## src/rtl/sma_pkg.sv

```systemverilog
// Shared definitions for the SMA tagged-pointer format.
// Tagged pointer layout: [63:58] b_size, [57:54] l_size, [53:48] zero, [47:0] base.
// Also holds the encoder state enum and small pointer helpers.
package sma_pkg;

  localparam int WORD_WIDTH   = 64;
  localparam int BSIZE_WIDTH  = 6;
  localparam int LENGTH_WIDTH = 4;
  localparam int PTR_WIDTH    = 48;
  localparam int MAX_BSIZE    = PTR_WIDTH - LENGTH_WIDTH;

  localparam int BSIZE_LSB = WORD_WIDTH - BSIZE_WIDTH;
  localparam int LSIZE_LSB = BSIZE_LSB - LENGTH_WIDTH;
  localparam int PAD_WIDTH = LSIZE_LSB - PTR_WIDTH;

  localparam logic [BSIZE_WIDTH-1:0] MAX_BSIZE_B = BSIZE_WIDTH'(MAX_BSIZE);
  // Largest block count an l_size field can hold, widened to the unit-count width.
  localparam logic [WORD_WIDTH:0] UNITS_MAX =
    {{(WORD_WIDTH + 1 - LENGTH_WIDTH){1'b0}}, {LENGTH_WIDTH{1'b1}}};

  typedef enum logic [1:0] {
    ST_IDLE = 2'd0,
    ST_SCAN = 2'd1,
    ST_RESP = 2'd2
  } enc_state_e;

  function automatic logic [WORD_WIDTH-1:0] pack_tagged_ptr(
    input logic [BSIZE_WIDTH-1:0]  b_size,
    input logic [LENGTH_WIDTH-1:0] l_size,
    input logic [PTR_WIDTH-1:0]    base
  );
    return {b_size, l_size, {PAD_WIDTH{1'b0}}, base};
  endfunction

  // A base must sit on a 2^(b_size+4) boundary; b_size+4 never exceeds PTR_WIDTH.
  function automatic logic base_misaligned(
    input logic [PTR_WIDTH-1:0]   base,
    input logic [BSIZE_WIDTH-1:0] b_size
  );
    logic [PTR_WIDTH-1:0] mask;
    mask = ~({PTR_WIDTH{1'b1}} << (b_size + 6'd4));
    return |(base & mask);
  endfunction

endpackage

```

## src/rtl/sma_tag_encoder_if.sv

```systemverilog
// Request/response bundle of the tag encoder.
// slave : encoder side (takes requests, produces responses, reports busy).
// master: requester side.
interface sma_tag_encoder_if;
  import sma_pkg::*;

  logic                  req_valid;
  logic                  req_ready;
  logic [PTR_WIDTH-1:0]  req_base;
  logic [WORD_WIDTH-1:0] req_len;
  logic                  rsp_valid;
  logic                  rsp_ready;
  logic [WORD_WIDTH-1:0] rsp_tagged_pointer;
  logic                  rsp_err_size;
  logic                  rsp_err_align;
  logic                  busy;

  modport slave (
    input  req_valid, req_base, req_len, rsp_ready,
    output req_ready, rsp_valid, rsp_tagged_pointer, rsp_err_size, rsp_err_align, busy
  );

  modport master (
    output req_valid, req_base, req_len, rsp_ready,
    input  req_ready, rsp_valid, rsp_tagged_pointer, rsp_err_size, rsp_err_align, busy
  );
endinterface

```

## src/rtl/sma_len_units.sv

```systemverilog
// Number of 2^b-byte blocks needed to cover len bytes (rounded up), and
// whether that count fits in an l_size field.
// Ports: len_i object length, b_i candidate exponent,
//        units_o block count (low l_size bits, meaningful when fits_o),
//        fits_o count <= 15.
module sma_len_units
  import sma_pkg::*;
(
  input  logic [WORD_WIDTH-1:0]   len_i,
  input  logic [BSIZE_WIDTH-1:0]  b_i,
  output logic [LENGTH_WIDTH-1:0] units_o,
  output logic                    fits_o
);

  logic [WORD_WIDTH-1:0] rem_mask_s;
  logic [WORD_WIDTH:0]   units_full_s;

  // One extra bit so the round-up of an all-ones length cannot wrap.
  assign rem_mask_s   = ~({WORD_WIDTH{1'b1}} << b_i);
  assign units_full_s = ({1'b0, len_i} >> b_i)
                      + {{WORD_WIDTH{1'b0}}, |(len_i & rem_mask_s)};
  assign fits_o       = (units_full_s <= UNITS_MAX);
  assign units_o      = units_full_s[LENGTH_WIDTH-1:0];

endmodule

```

## src/rtl/sma_tag_encoder.sv

```systemverilog
// Tagged-pointer encoder: searches the smallest b_size (one candidate per
// cycle) whose block count fits l_size, and returns {b_size, l_size, 0, base}.
// Ports: clk, rst_n (async active-low), enc (sma_tag_encoder_if.slave):
//        req_valid/req_ready/req_base/req_len in, rsp_valid/rsp_ready/
//        rsp_tagged_pointer/rsp_err_size/rsp_err_align out, busy.
// Widths come from sma_pkg.
// Option macro SMA_ENC_ALIGN_CHK_EN: flag bases not aligned to 2^(b_size+4);
// when undefined rsp_err_align stays 0.
module sma_tag_encoder
  import sma_pkg::*;
(
  input  logic               clk,
  input  logic               rst_n,
  sma_tag_encoder_if.slave   enc
);

  enc_state_e            state_q, state_d;
  logic [BSIZE_WIDTH-1:0] b_q, b_d;
  logic [PTR_WIDTH-1:0]   base_q, base_d;
  logic [WORD_WIDTH-1:0]  len_q, len_d;
  logic                   rsp_valid_q, rsp_valid_d;
  logic [WORD_WIDTH-1:0]  rsp_ptr_q, rsp_ptr_d;
  logic                   err_size_q, err_size_d;
  logic                   err_align_q, err_align_d;

  logic [LENGTH_WIDTH-1:0] units_s;
  logic                    fits_s;
  logic [LENGTH_WIDTH-1:0] l_size_s;
  logic                    err_size_s;
  logic                    err_align_s;

  sma_len_units u_len_units (
    .len_i   (len_q),
    .b_i     (b_q),
    .units_o (units_s),
    .fits_o  (fits_s)
  );

  // State, search and response registers.
  always_ff @(posedge clk or negedge rst_n) begin
    if (!rst_n) begin
      state_q     <= ST_IDLE;
      b_q         <= '0;
      base_q      <= '0;
      len_q       <= '0;
      rsp_valid_q <= 1'b0;
      rsp_ptr_q   <= '0;
      err_size_q  <= 1'b0;
      err_align_q <= 1'b0;
    end else begin
      state_q     <= state_d;
      b_q         <= b_d;
      base_q      <= base_d;
      len_q       <= len_d;
      rsp_valid_q <= rsp_valid_d;
      rsp_ptr_q   <= rsp_ptr_d;
      err_size_q  <= err_size_d;
      err_align_q <= err_align_d;
    end
  end

  // Next-state logic and response construction.
  always_comb begin
    state_d     = state_q;
    b_d         = b_q;
    base_d      = base_q;
    len_d       = len_q;
    rsp_valid_d = rsp_valid_q;
    rsp_ptr_d   = rsp_ptr_q;
    err_size_d  = err_size_q;
    err_align_d = err_align_q;
    l_size_s    = '0;
    err_size_s  = 1'b0;
    err_align_s = 1'b0;

    case (state_q)
      ST_IDLE: begin
        if (enc.req_valid) begin
          base_d  = enc.req_base;
          len_d   = enc.req_len;
          b_d     = '0;
          state_d = ST_SCAN;
        end else begin
          state_d = ST_IDLE;
        end
      end

      ST_SCAN: begin
        if (fits_s || (b_q == MAX_BSIZE_B)) begin
          if (fits_s) begin
            l_size_s   = units_s;
            err_size_s = 1'b0;
          end else begin
            l_size_s   = '0;
            err_size_s = 1'b1;
          end
`ifdef SMA_ENC_ALIGN_CHK_EN
          err_align_s = base_misaligned(base_q, b_q);
`else
          err_align_s = 1'b0;
`endif
          // Any error leaves a zero-length pointer that still carries the base.
          if (err_size_s || err_align_s) begin
            l_size_s = '0;
          end else begin
            l_size_s = l_size_s;
          end
          rsp_ptr_d   = pack_tagged_ptr(b_q, l_size_s, base_q);
          err_size_d  = err_size_s;
          err_align_d = err_align_s;
          rsp_valid_d = 1'b1;
          state_d     = ST_RESP;
        end else begin
          b_d     = b_q + 6'd1;
          state_d = ST_SCAN;
        end
      end

      ST_RESP: begin
        if (enc.rsp_ready) begin
          rsp_valid_d = 1'b0;
          state_d     = ST_IDLE;
        end else begin
          state_d = ST_RESP;
        end
      end

      default: begin
        rsp_valid_d = 1'b0;
        state_d     = ST_IDLE;
      end
    endcase
  end

  assign enc.req_ready          = (state_q == ST_IDLE);
  assign enc.busy               = (state_q != ST_IDLE);
  assign enc.rsp_valid          = rsp_valid_q;
  assign enc.rsp_tagged_pointer = rsp_ptr_q;
  assign enc.rsp_err_size       = err_size_q;
  assign enc.rsp_err_align      = err_align_q;

endmodule

```

## src/flat_wrapper.sv

```systemverilog
// flat-port wrapper written by rule: the top's interface ports become plain ports
module sma_tag_encoder_flat import sma_pkg::*;
  (clk, rst_n, enc_req_valid, enc_req_base, enc_req_len, enc_rsp_ready, enc_req_ready, enc_rsp_valid, enc_rsp_tagged_pointer, enc_rsp_err_size, enc_rsp_err_align, enc_busy);
  sma_tag_encoder_if enc_i ();
  input  logic clk;
  input  logic rst_n;
  input wire logic [$bits(enc_i.req_valid)-1:0] enc_req_valid;
  input wire logic [$bits(enc_i.req_base)-1:0] enc_req_base;
  input wire logic [$bits(enc_i.req_len)-1:0] enc_req_len;
  input wire logic [$bits(enc_i.rsp_ready)-1:0] enc_rsp_ready;
  output wire logic [$bits(enc_i.req_ready)-1:0] enc_req_ready;
  output wire logic [$bits(enc_i.rsp_valid)-1:0] enc_rsp_valid;
  output wire logic [$bits(enc_i.rsp_tagged_pointer)-1:0] enc_rsp_tagged_pointer;
  output wire logic [$bits(enc_i.rsp_err_size)-1:0] enc_rsp_err_size;
  output wire logic [$bits(enc_i.rsp_err_align)-1:0] enc_rsp_err_align;
  output wire logic [$bits(enc_i.busy)-1:0] enc_busy;
  assign enc_i.req_valid = enc_req_valid;
  assign enc_i.req_base = enc_req_base;
  assign enc_i.req_len = enc_req_len;
  assign enc_i.rsp_ready = enc_rsp_ready;
  assign enc_req_ready = enc_i.req_ready;
  assign enc_rsp_valid = enc_i.rsp_valid;
  assign enc_rsp_tagged_pointer = enc_i.rsp_tagged_pointer;
  assign enc_rsp_err_size = enc_i.rsp_err_size;
  assign enc_rsp_err_align = enc_i.rsp_err_align;
  assign enc_busy = enc_i.busy;
  sma_tag_encoder u_core (.clk(clk), .rst_n(rst_n), .enc(enc_i));
endmodule
```

## config.mk

```make
export PLATFORM = sky130hd
export DESIGN_NAME = sma_tag_encoder_flat
export DESIGN_NICKNAME = d
export VERILOG_FILES = /design/src/rtl/sma_pkg.sv /design/src/rtl/sma_tag_encoder_if.sv /design/src/rtl/sma_len_units.sv /design/src/rtl/sma_tag_encoder.sv /design/src/flat_wrapper.sv
export SDC_FILE = /design/constraint.sdc
export NUM_CORES = 1
export LEC_CHECK = 0
export ABC_AREA = 1
export CORE_MARGIN = 8
export CORE_UTILIZATION = 35
export CTS_BUF_LIST = sky130_fd_sc_hd__clkbuf_4 sky130_fd_sc_hd__clkbuf_8
export DETAILED_ROUTE_END_ITERATION = 6
export GPL_TIMING_DRIVEN = 0
export SLEW_MARGIN = 5
export SYNTH_ARGS = -nofsm -noshare
export SYNTH_HDL_FRONTEND = slang
export SYNTH_SLANG_ARGS = --single-unit
```

## constraint.sdc

```tcl
create_clock -name clk -period 14.1 [get_ports clk]
set_clock_uncertainty 0.1 [all_clocks]
set_input_delay 4.23 -clock clk [delete_from_list [all_inputs] [get_ports clk]]
set_output_delay 4.23 -clock clk [all_outputs]
set_load 0.03 [all_outputs]
```

registers.png
(2 px per µm) Other sequential cells in the stronger gray, the rest of the logic in the fainter gray.
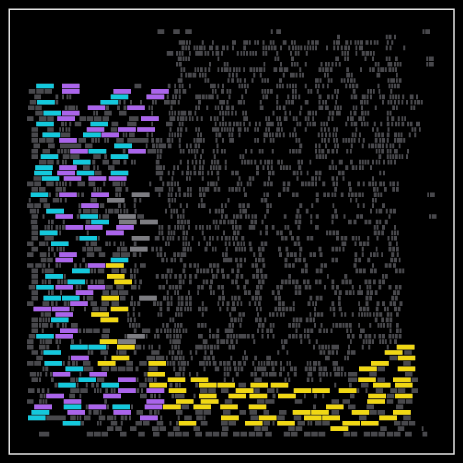
Key: cyan = `u_core.base_q` [placed flops 48, where a vertical strip on the left]; purple = `u_core.enc.rsp_tagged_pointer` [placed flops 58, where a vertical strip on the left]; yellow = `u_core.len_q` [placed flops 64, where a band across the bottom]

metal_stack.png
(1.5 px per µm) Two of the layers only.
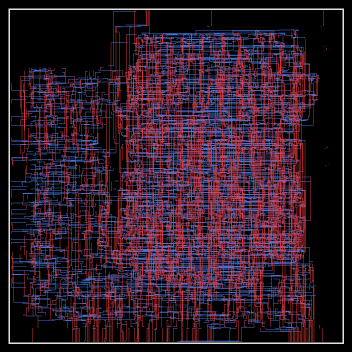
Key: red = met2 [wire length 29.9 mm]; blue = met1 [wire length 29.2 mm]
final wirelength: 70.0 mm
WL/cell: 22.5 µm
vias post-DR: 17.6k
GRT Resource Usage Total: 0.279

==> impl_metrics.env <==
# source this file to load flow results
export IMPL_status="complete, no violations"
export IMPL_ir_drop_mv=0.0817
export IMPL_ys_ff=180
export IMPL_seq_share=0.255
export IMPL_wl_met1_mm=29.2
export IMPL_reg2reg_depth=35
export IMPL_crit_arrival_ns=7.70
export IMPL_cts_max_level=4
export IMPL_yosysUniqueCellTypes=46
export IMPL_dpl_cell_count=3085
export IMPL_tap_cells=539
export IMPL_logic_gate_count=1894
export IMPL_final_cell_area_um2=17700
export IMPL_worst_pin_slew_ns=0.910
export IMPL_max_slew_margin_rel=0.393
export IMPL_nClkBuffers=18
export IMPL_ys_top_cells_by_count="nand2_1 (757), nand3_1 (538), nor2_1 (253), dfrtp_1 (180), inv_1 (160)"
export IMPL_cts_resized=0
export IMPL_syn_area_um2=14800
export IMPL_async_flop_share=1.00
export IMPL_seq_cell_count=180
export IMPL_setup_violations=0
export IMPL_flop_area_um2=4500
export IMPL_ys_cells=2362
export IMPL_yosys_warnings=0
export IMPL_grt_setup_unrepaired="false"
export IMPL_dominant_cell_class="logic gates"
export IMPL_core_rowCount=75
export IMPL_flop_cell="dfrtp_1"
export IMPL_clockBufferDepth=2
export IMPL_warning_count=33
export IMPL_dieHeight_um=222
export IMPL_inverters_excl_clock=177
export IMPL_r2r_end="u_core.enc.rsp_tagged_pointer[33]"
export IMPL_cp_required_ns=14.36
export IMPL_post_cts_setup_buffer_count=0
export IMPL_pre_cts_slack_ns=6.86
export IMPL_hold_ws_ns=0.383
export IMPL_bufAreaShareNonClock=0.137
export IMPL_cts_hold_buf=0
export IMPL_port_buffers=177
export IMPL_clk_latency_ns=0.50
export IMPL_area_growth_pct=19.6
export IMPL_yosys_stat_area_um2=14800
export IMPL_hold_viol_final=0
export IMPL_setup_worst_path_start="u_core.b_q[3]"
export IMPL_grt_pass1_vias=17100
export IMPL_chip_area_um2=49100
export IMPL_fin_crit_ns=7.44
export IMPL_synth_cells=2362
export IMPL_layout_cells_most_common="nand2_1"
export IMPL_post_route_util=0.423
export IMPL_whs_path_depth=2
export IMPL_ys_sh_aoi=0.0505
export IMPL_use_met1=0.372
export IMPL_wl_met3_mm=8.55
export IMPL_mux_share=0.0594
export IMPL_dpl_hpwl_mm=58.2
export IMPL_antenna_left=0
export IMPL_drtIter0Drc=2321
export IMPL_rr_startpoint="u_core.b_q[3]"
export IMPL_hp_start="u_core.enc.rsp_tagged_pointer[18]"
export IMPL_antenna_found_initial=1
export IMPL_io_pins=185
export IMPL_met2_length_mm=29.9
export IMPL_ctsRootBufferMaster="clkbuf_8"
export IMPL_cp_start_kind="flop"
export IMPL_cts_sinks=180
export IMPL_fa_ha_area_frac=0.00677
export IMPL_grt_max_degree=108
export IMPL_ys_sh_xor=0.00770
export IMPL_nets=2689
export IMPL_initial_core_util=0.353
export IMPL_antenna_cells=1
export IMPL_drv_cap=0
export IMPL_holdPathEnd="u_core.enc.rsp_tagged_pointer[18]"
export IMPL_gr_total_overflow=0
export IMPL_power_w=0.00475
export IMPL_syn_area_per_cell_um2=6.26
export IMPL_highest_layer="met5"
export IMPL_max_freq_ghz=0.134
export IMPL_gr_max_usage_layer="met2"
export IMPL_synth_top_cell_by_count="nand2_1"
export IMPL_die_x_um=222
export IMPL_numCtsBuffers=17
export IMPL_avgViaCountPerCell=5.64
export IMPL_drc_errors=0
export IMPL_cp_slowest_cell="buf_1"
export IMPL_cp_max_fo=10
export IMPL_max_stage_delay_ns=0.66
export IMPL_place_congestion=1.07
export IMPL_core_area_um2=41900
export IMPL_synth_top_area_share=0.304
export IMPL_leakage_nw=8.39
export IMPL_worstSetupPathType="reg -> reg"
export IMPL_grt_pass1_wl_mm=105
export IMPL_setup_ws_ns=6.66
export IMPL_dr_pass1_iters=7
export IMPL_logic_family="simple AND/OR/NAND/NOR gates"
export IMPL_hp_class="reg -> reg"
export IMPL_final_cells=3117
export IMPL_cp_endpoint="u_core.enc.rsp_tagged_pointer[33]"
export IMPL_grtUsageMet2=0.427
export IMPL_tns_ns=0
export IMPL_logic_area_um2=9030
export IMPL_drv_slew=0
export IMPL_path_clk_slew_ns=0.10
export IMPL_layout_drive_gt1_share=0.0861
export IMPL_edf_count=0
export IMPL_topCellsByArea="dfrtp_1 (30%), nand2_1 (19%), nand3_1 (18%)"
export IMPL_lay_top_cells="nand2_1 (757), nand3_1 (538), nor2_1 (253), dfrtp_1 (180), clkdlybuf4s50_1 (176)"
export IMPL_power_density_nw_per_um2=268
export IMPL_period_used=0.528
export IMPL_yosysSeqAreaShare=0.304
export IMPL_cts_tree="done"
export IMPL_clock_area_frac=0.0222
met3.png
(1.5 px per µm)
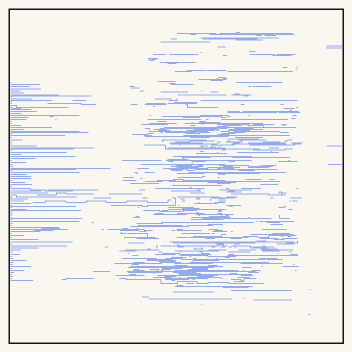
The longest straight run is 86.0 µm. 414 nets have wire on it. The wires run mostly horizontal. The layer holds 12% of the routed length. The layer carries 8550 µm of wire.
met3 Usage GRT: 0.0840

cell_classes.png
(1 px per µm)
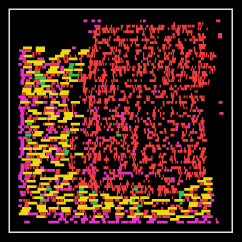
Key: magenta = other buffers and delay cells [cells 295, share of their area 14%]; green = clock drivers and dummy loads [cells 31, share of their area 2.3%]; yellow = flip-flops [cells 180, share of their area 26%]; red = all other logic [cells 2071, share of their area 57%]

==> state kept, by name, indices dropped and copies added (netlist names) <==
name / flops
u_core.base_q: 48
u_core.enc.rsp_err_size: 1
u_core.state_q: 2
u_core.len_q: 64
u_core.enc.rsp_valid: 1
u_core.enc.rsp_tagged_pointer: 58
u_core.b_q: 6
==> critical path, delay by kind of cell (launching register included) <==
family | cells | cell delay [ns]
AND/OR/NAND/NOR | 23 | 3.78
flip-flops | 1 | 0.32
adder cells (fa/ha/maj) | 2 | 0.52
buffers and inverters | 7 | 2.15
AND-OR/OR-AND | 3 | 0.39
==> power by group <==
group | internal, W | switching, W
Clock | 0.000161 | 0.000196
Sequential | 0.000638 | 0.000145
Combinational | 0.000979 | 0.00263
Total | 0.00178 | 0.00297
No activity file was given, so power comes from the tool's default toggle rates.
